<file path="src/rtl/k_and_s_control_unit.sv">
// K&S 16-bit processor control unit: Moore FSM that sequences fetch, decode and a
// single execute step per instruction, driving every datapath and RAM enable.
package k_and_s_pkg;

    typedef logic [15:0] decoded_instruction_type;

    // Bit position of each instruction in the one-hot decoded word.
    typedef enum logic [3:0] {
        I_NOP    = 4'd0,
        I_LOAD   = 4'd1,
        I_STORE  = 4'd2,
        I_MOVE   = 4'd3,
        I_ADD    = 4'd4,
        I_SUB    = 4'd5,
        I_AND    = 4'd6,
        I_OR     = 4'd7,
        I_BRANCH = 4'd8,
        I_BZERO  = 4'd9,
        I_BNZERO = 4'd10,
        I_BNEG   = 4'd11,
        I_BNNEG  = 4'd12,
        I_BOV    = 4'd13,
        I_BNOV   = 4'd14,
        I_HALT   = 4'd15
    } instr_idx_e;

    typedef enum logic [1:0] {
        ALU_OR  = 2'b00,
        ALU_ADD = 2'b01,
        ALU_SUB = 2'b10,
        ALU_AND = 2'b11
    } alu_op_e;

endpackage

module k_and_s_control_unit
    import k_and_s_pkg::*;
(
    input  logic                    clk,
    input  logic                    rst_n,
    input  decoded_instruction_type decoded_instruction,
    input  logic                    zero_op,
    input  logic                    neg_op,
    input  logic                    unsigned_overflow,
    input  logic                    signed_overflow,
    output logic                    ir_enable,
    output logic                    pc_enable,
    output logic                    branch,
    output logic                    addr_sel,
    output logic                    c_sel,
    output logic [1:0]              operation,
    output logic                    write_reg_enable,
    output logic                    flags_reg_enable,
    output logic                    ram_write_enable,
    output logic                    halt
);

    typedef enum logic [2:0] {
        ST_RST,
        ST_FETCH,
        ST_DECODE,
        ST_LOAD,
        ST_STORE,
        ST_ALU,
        ST_BRANCH,
        ST_HALT
    } state_e;

    state_e state, next_state;
    logic   valid_code;
    logic   is_alu;
    logic   is_branch;
    logic   taken;

    // Zero or multi-bit codes fall through to the NOP path.
    assign valid_code = (decoded_instruction != '0) &&
                        ((decoded_instruction & (decoded_instruction - 16'd1)) == '0);

    assign is_alu = |{decoded_instruction[I_MOVE], decoded_instruction[I_ADD],
                      decoded_instruction[I_SUB],  decoded_instruction[I_AND],
                      decoded_instruction[I_OR]};

    assign is_branch = |{decoded_instruction[I_BRANCH], decoded_instruction[I_BZERO],
                         decoded_instruction[I_BNZERO], decoded_instruction[I_BNEG],
                         decoded_instruction[I_BNNEG],  decoded_instruction[I_BOV],
                         decoded_instruction[I_BNOV]};

    // NOTE: combinational blocks assign a default to every output first so no latch is inferred.
    always_comb begin
        taken = 1'b0;
        if (decoded_instruction[I_BRANCH])      taken = 1'b1;
        else if (decoded_instruction[I_BZERO])  taken = zero_op;
        else if (decoded_instruction[I_BNZERO]) taken = !zero_op;
        else if (decoded_instruction[I_BNEG])   taken = neg_op;
        else if (decoded_instruction[I_BNNEG])  taken = !neg_op;
        else if (decoded_instruction[I_BOV])    taken = unsigned_overflow | signed_overflow;
        else if (decoded_instruction[I_BNOV])   taken = !(unsigned_overflow | signed_overflow);
    end

    // NOTE: sequential state uses non-blocking assignments; reset is asynchronous.
    always_ff @(posedge clk or negedge rst_n) begin
        if (!rst_n) state <= ST_RST;
        else        state <= next_state;
    end

    always_comb begin
        next_state       = state;
        ir_enable        = 1'b0;
        pc_enable        = 1'b0;
        branch           = 1'b0;
        addr_sel         = 1'b0;
        c_sel            = 1'b0;
        operation        = ALU_OR;
        write_reg_enable = 1'b0;
        flags_reg_enable = 1'b0;
        ram_write_enable = 1'b0;
        halt             = 1'b0;

        case (state)
            ST_RST: next_state = ST_FETCH;

            ST_FETCH: begin
                ir_enable  = 1'b1;
                next_state = ST_DECODE;
            end

            ST_DECODE: begin
                pc_enable = 1'b1;
                if (!valid_code)                          next_state = ST_FETCH;
                else if (decoded_instruction[I_LOAD])     next_state = ST_LOAD;
                else if (decoded_instruction[I_STORE])    next_state = ST_STORE;
                else if (is_alu)                          next_state = ST_ALU;
                else if (is_branch)                       next_state = ST_BRANCH;
                else if (decoded_instruction[I_HALT])     next_state = ST_HALT;
                else                                      next_state = ST_FETCH;
            end

            ST_LOAD: begin
                addr_sel         = 1'b1;
                c_sel            = 1'b1;
                write_reg_enable = 1'b1;
                next_state       = ST_FETCH;
            end

            ST_STORE: begin
                addr_sel         = 1'b1;
                ram_write_enable = 1'b1;
                next_state       = ST_FETCH;
            end

            ST_ALU: begin
                write_reg_enable = 1'b1;
                if (decoded_instruction[I_ADD])      operation = ALU_ADD;
                else if (decoded_instruction[I_SUB]) operation = ALU_SUB;
                else if (decoded_instruction[I_AND]) operation = ALU_AND;
                // MOVE passes its operand through the OR path and leaves the flags alone.
                flags_reg_enable = |{decoded_instruction[I_ADD], decoded_instruction[I_SUB],
                                     decoded_instruction[I_AND], decoded_instruction[I_OR]};
                next_state       = ST_FETCH;
            end

            ST_BRANCH: begin
                branch     = 1'b1;
                pc_enable  = taken;
                next_state = ST_FETCH;
            end

            ST_HALT: begin
                halt       = 1'b1;
                next_state = ST_HALT;
            end

            default: next_state = ST_RST;
        endcase
    end

endmodule

</file>
<file path="config.mk">
export PLATFORM = sky130hd
export DESIGN_NAME = k_and_s_control_unit
export DESIGN_NICKNAME = d
export VERILOG_FILES = /design/src/rtl/k_and_s_control_unit.sv
export SDC_FILE = /design/constraint.sdc
export NUM_CORES = 1
export LEC_CHECK = 0
export CAP_MARGIN = 40
export CORE_MARGIN = 2
export CORE_UTILIZATION = 25
export DETAILED_ROUTE_END_ITERATION = 10
export PLACE_DENSITY_LB_ADDON = 0.15
export REMOVE_ABC_BUFFERS = 1
export SETUP_SLACK_MARGIN = 0.1
export SLEW_MARGIN = 25
export SYNTH_ARGS = -nofsm -noshare
export SYNTH_HDL_FRONTEND = slang
export SYNTH_SLANG_ARGS = --single-unit
</file>
<file path="constraint.sdc">
create_clock -name clk -period 2.5 [get_ports clk]
set_clock_uncertainty 0.15 [all_clocks]
set_input_delay 0.5 -clock clk [delete_from_list [all_inputs] [get_ports clk]]
set_output_delay 0.5 -clock clk [all_outputs]
set_load 0.05 [all_outputs]
</file>
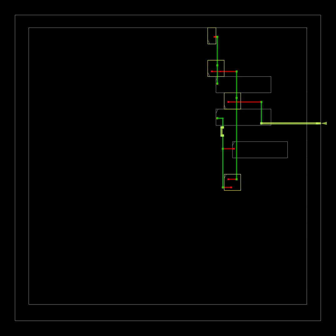
**Above:** the clock network.
Clk Latency, worst-skew pair: 230 ps
Clock Sinks: 3
P_clk: 84.3 µW
CLK BUF: 4

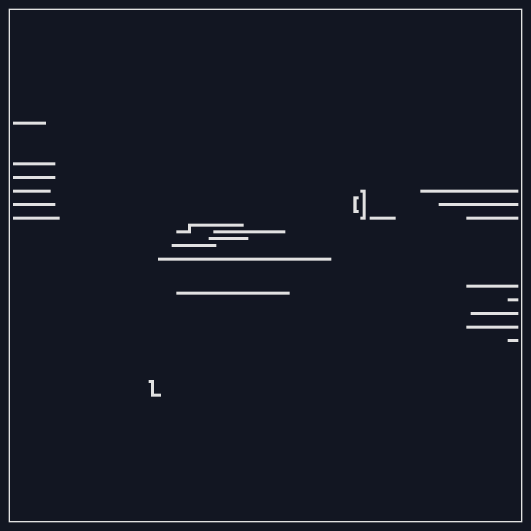
**Above:** signal wires on met3.
(10 px per µm)
The longest straight run is 17.0 µm. 24 nets have wire on it. The layer holds 5.5% of the routed length. The layer carries 120 µm of wire. The wires run mostly horizontal.
vias post-DR: 886
GR Layer Usage met3: 0.0205

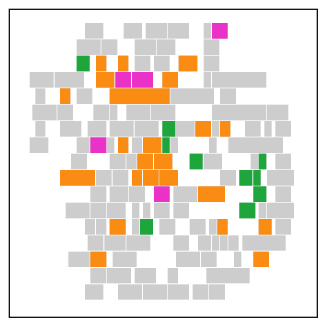
**Above:** selected gate families.
(6 px per µm)
Green is nand cells, cells 10. Magenta is non-inverting ao/oa cells, cells 5. Orange is aoi and oai cells, cells 23, most used a21oi_1.

==> impl_metrics.csv <==
group,metric,value,unit
timing,fin_tns_setup,-27.8,ps
timing,fin_ws,-27.8,ps
global_route,grt_max_degree,8,
finish,layout_top_cells,"28 x buf_4, 12 x nor2_1, 7 x buf_6",
job,maxCapViolCount,0,
finish,largest_reg_flops,3,
run_status,failed_checks,"negative setup slack",
finish,top_register,"state",
logic_synthesis,synth_cells,79,
power,leakage,0.000538,µW
global_route,grt_pass1_vias,890,
finish,largestRegisters,"state: 3 flops",
drt,met3_length,119,µm
power,p_per_area,200,nW/µm²
job,warnings,27,
power,ir_drop,0.131,mV
finish,layout.cells.non_filler,168,
run_status,outcome,"finished with violations",
timing,tightest_slew,499,ps
clocking,cts_resized,49,
floorplan,die_w,51.1,µm
drt,drt_first_pass_iters,4,
clocking,post_cts_buffers,1,
global_route,grt_pass1_wl,3680,µm
logic_synthesis,syn_area,554,µm²
power,finalPower,240,µW
global_route,grt_usage,0.179,
clocking,cts_hold_buf,0,
drt,routed_via_density,5.27,
global_route,gr-total-overflow,0,
drt,wl_met1,928,µm
global_route,grt_busiest_layer,"met2",
min_path,min_path_type,"in2async",
finish,nets,163,
drt,drc_errors,0,
logic_synthesis,synthFlopType,"dfrtp_1",
logic_synthesis,yosysCellCount,79,
drt,routed_wirelength,2160,µm
timing,slew_headroom,0.667,
logic_synthesis,synth-seq-cells,3,
setup_path,crit_type,"in2out",
global_route,antenna_found_initial,0,
logic_synthesis,synthArstFlopShare,1.00,
timing,maxSlewViolCount,0,
finish,antenna_cells,0,
timing,finalSetupViolations,1,
setup_path,startpoint_type,"input pin",
Yosys cell counts, drive strengths merged (2+ instances only):
cell    instances  area, µm²
dfrtp           3       75.1
nand2           4       15.0
o21ai           4       20.0
inv             4       15.0
a221oi          2       17.5
nor3            5       25.0
or4             5       46.3
nand2b          2       12.5
o21a            2       15.0
o31ai           3       22.5
nor2           12       45.0
nand4           3       18.8
and4            3       28.8
or2             2       12.5
or3             3       25.0
a21o            2       15.0
a211oi          3       22.5
a21oi           5       25.0
final timing paths:
path	cells past startpoint	to	slack, ps	start
worst max register to register	4	state[0]	980	state[0]
max in group asynchronous	1	state[0]	1750	rst_n
worst min register to register	2	state[0]	540	state[1]
worst min-delay path	1	state[1]	300	rst_n
worst max-delay path	7	pc_enable	-30	decoded_instruction[13]
min in group clk	2	state[0]	540	state[1]
kinds of logic (layout without fill, tap and decap cells):
family	Yosys count	in the layout	synth area share
AND/OR/NAND/NOR	44	44	0.485
flip-flops	3	3	0.135
buffers and inverters	4	65	0.0271
AND-OR/OR-AND	28	28	0.352
final cells by class:
| class | count | share of cell area |
|---|---|---|
| repair buffers | 57 | 0.435 |
| inverters | 4 | 0.0125 |
| clock buffers | 4 | 0.0219 |
| flip-flops and latches | 3 | 0.0624 |
| well taps | 28 | 0.0291 |
| multi-input cells | 72 | 0.439 |
power breakdown:
| group | total, µW | switching, µW | internal (µW) |
|---|---|---|---|
| logic | 107 | 45.0 | 62.2 |
| clock network | 84.3 | 24.5 | 59.8 |
| registers | 48.8 | 0.00814 | 48.8 |
worst max-delay path: stages:
cell,delay [ps]
buf_6,90
or4b_4,520
nand2_2,70
o21ai_2,50
a221o_1,310
a21oi_2,180
buf_12,160
Power is estimated from default activity; no workload was simulated.
